==> run_1/density.png <==
(3 px per um) 14 x 14 tiles, from black (low) to pale yellow (high), 0 to 100% covered.
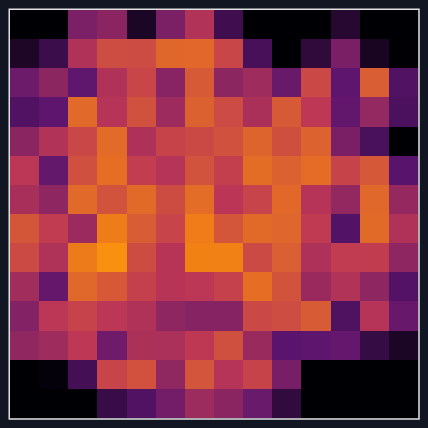
==> run_1/pdn.png <==
(3 px per um) Pins as bars on the die edge.
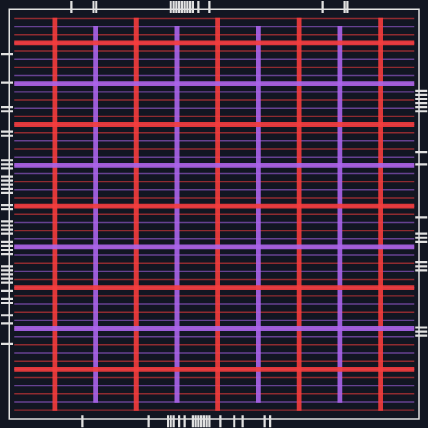
==> run_1/met2.png <==
(3 px per um)
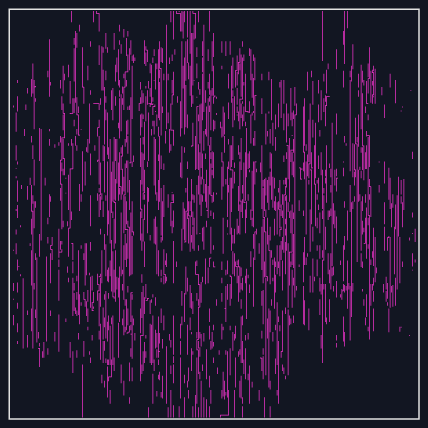
==> config.mk <==
export PLATFORM = sky130hd
export DESIGN_NAME = sprite_xf_flat
export DESIGN_NICKNAME = d
export VERILOG_FILES = /design/src/rtl/sprite_xf_pkg.sv /design/src/rtl/sprite_xf_if.sv /design/src/rtl/sprite_xf_addr_gen.sv /design/src/rtl/sprite_xf.sv /design/src/flat_wrapper.sv
export SDC_FILE = /design/constraint.sdc
export NUM_CORES = 1
export LEC_CHECK = 0
export CAP_MARGIN = 15
export CELL_PAD_IN_SITES_DETAIL_PLACEMENT = 1
export CELL_PAD_IN_SITES_GLOBAL_PLACEMENT = 2
export CORE_UTILIZATION = 32
export CTS_CLUSTER_DIAMETER = 50
export DETAILED_ROUTE_END_ITERATION = 12
export PLACE_DENSITY = 0.86
export SETUP_SLACK_MARGIN = 0.3
export SLEW_MARGIN = 0
export SYNTH_ARGS = -nofsm -noshare
export SYNTH_HDL_FRONTEND = slang
export SYNTH_SLANG_ARGS = --single-unit
==> constraint.sdc <==
create_clock -name clk -period 4.7 [get_ports clk]
set_input_delay 0.705 -clock clk [delete_from_list [all_inputs] [get_ports clk]]
set_output_delay 0.705 -clock clk [all_outputs]
set_load 0.005 [all_outputs]
==> results.yml, run 1 <==
# yosys + openroad results
status:
  outcome: "complete, no violations"
finish:
  final_cells: 1113
  lay_top_cells: "nand2_1, clkdlybuf4s50_1, a21oi_1"
  antenna_cells: 0
placed_design:
  place_area_sq_mm: 0.00708
  gp_congestion: 0.818
detailed_routing:
  vias_per_cell: 5.08
  drcViolationCount: 0
clock_network:
  cts_htree_levels: 3
  cts_made_buffers: 9
timing:
  fin_ws_ns: 0.433
  finalClockPeriodUsage: 0.908
  slew_headroom: 0.380
  drv_slew: 0
  hold_slack_ns: 0.453
floorplan:
  rows: 48
yosys:
  post-synth-top-area-cell: "dfxtp_1"
  common_cells: "nand2_1, ha_1, a21oi_1"
  ys_sh_simple: 0.221
  syn-num-nets: 906
  synth_area_per_cell_sq_um: 7.66
  aoi_share: 0.224
  synth_seq_share: 0.223
  netlist_area_sq_mm: 0.00575
job:
  openroad.warnings: 28
worst_setup_path:
  r2r.worst_path.cells: 18
  worst_path_most_repeated_cell: "xnor2_1"
  path_buffers: 4
  start_kind: "primary input"
power_and_ir_drop:
  combPwrFrac: 0.378
  p_clk_frac: 0.343
  power_leader: "combinational cells"
global_route:
  grt_pass1_vias: 5732
  antenna_found_initial: 0
Notes on density.png above:
mean over tiles = 40%
emptiest ninth of the die = lower right
tiles over 75% full = 0.50%
fullest tile = 76%
nearly empty tiles = 12%
Initial Util: 0.330
Core Area: 0.0174 sq mm
Final Core Density: 0.443

Notes on pdn.png above:
VDD -> purple
VSS -> red
met5 straps = 9
met1 rails = 49
signal pins = 89
maximum VDD drop: 192 uV
die width: 136 um
Die H: 136 um

Notes on met2.png above:
wire length on this layer = 7,960 um
share of all routed wire = 46%
nets with wire on the layer = 877
longest straight run = 60.9 um
DR vias: 5,651
met2 Use GR: 0.324
final wirelength: 17,200 um

==> run_1/final_clocks.png <==
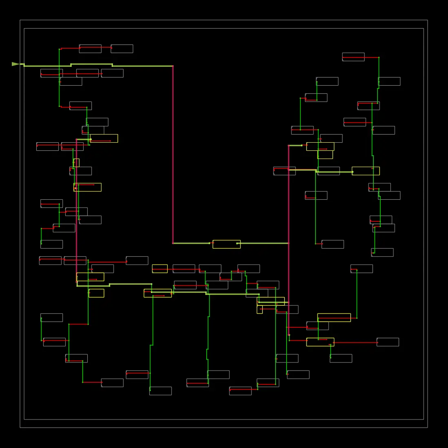

==> run 1 -> run 2 <==
- clock period: 4.7 -> 4.1 ns (I/O delays scaled with it)
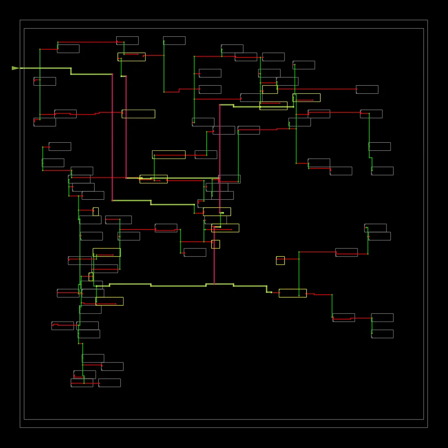
(run_2/final_clocks.png)
FFs & Latches: 64
clk sinks: 64
Clk. pwr: 0.858 mW

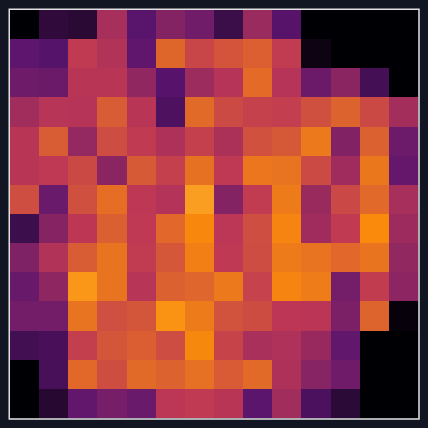
(run_2/density.png)
(3 px per um) 14 x 14 tiles, from black (low) to pale yellow (high), 0 to 100% covered.
tiles over 75% full = 1.5%
mean over tiles = 44%
fullest tile = 79%
nearly empty tiles = 9.2%
Final Core Density: 0.485

==> results.yml, run 2 <==
# yosys + openroad results
status:
  outcome: "complete, no violations"
detailed_routing:
  vias_per_cell: 5.15
  via_count: 5985
  drcViolationCount: 0
yosys:
  ys_sh_xor: 0.0791
  aoi_share: 0.224
  post-synth-top-area-cell: "dfxtp_1"
  common_cells: "nand2_1, ha_1, a21oi_1"
  netlist_area_sq_mm: 0.00575
  synth_seq_share: 0.223
  ys_sh_simple: 0.221
  synth_area_per_cell_sq_um: 7.66
floorplan:
  core_sq_mm: 0.0174
  die_h_um: 136
  rows: 48
job:
  openroad.warnings: 30
power_and_ir_drop:
  combPwrFrac: 0.405
  ir_drop_uv: 216
  powerSeq_mw: 0.652
  p_clk_frac: 0.338
timing:
  finalClockPeriodUsage: 0.975
  slew_headroom: 0.327
  fin_ws_ns: 0.101
  drv_slew: 0
clock_network:
  cts_htree_levels: 3
worst_setup_path:
  path_buffers: 1
  r2r.worst_path.cells: 21
  start_kind: "primary input"
global_route:
  antenna_found_initial: 0
  grt_pass1_vias: 6389
placed_design:
  gp_congestion: 0.964
  place_area_sq_mm: 0.00751
finish:
  final_cells: 1162
  antenna_cells: 0
  lay_top_cells: "nand2_1, buf_4, clkdlybuf4s50_1"
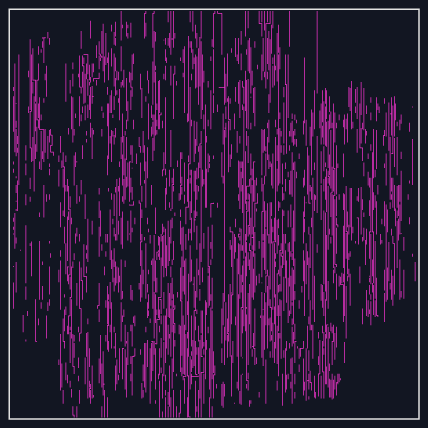
(run_2/met2.png)
(3 px per um)
met2 Use GR: 0.387
final wirelength: 19,600 um

Power figures rest on the tool's default switching activity, not on a simulated workload.
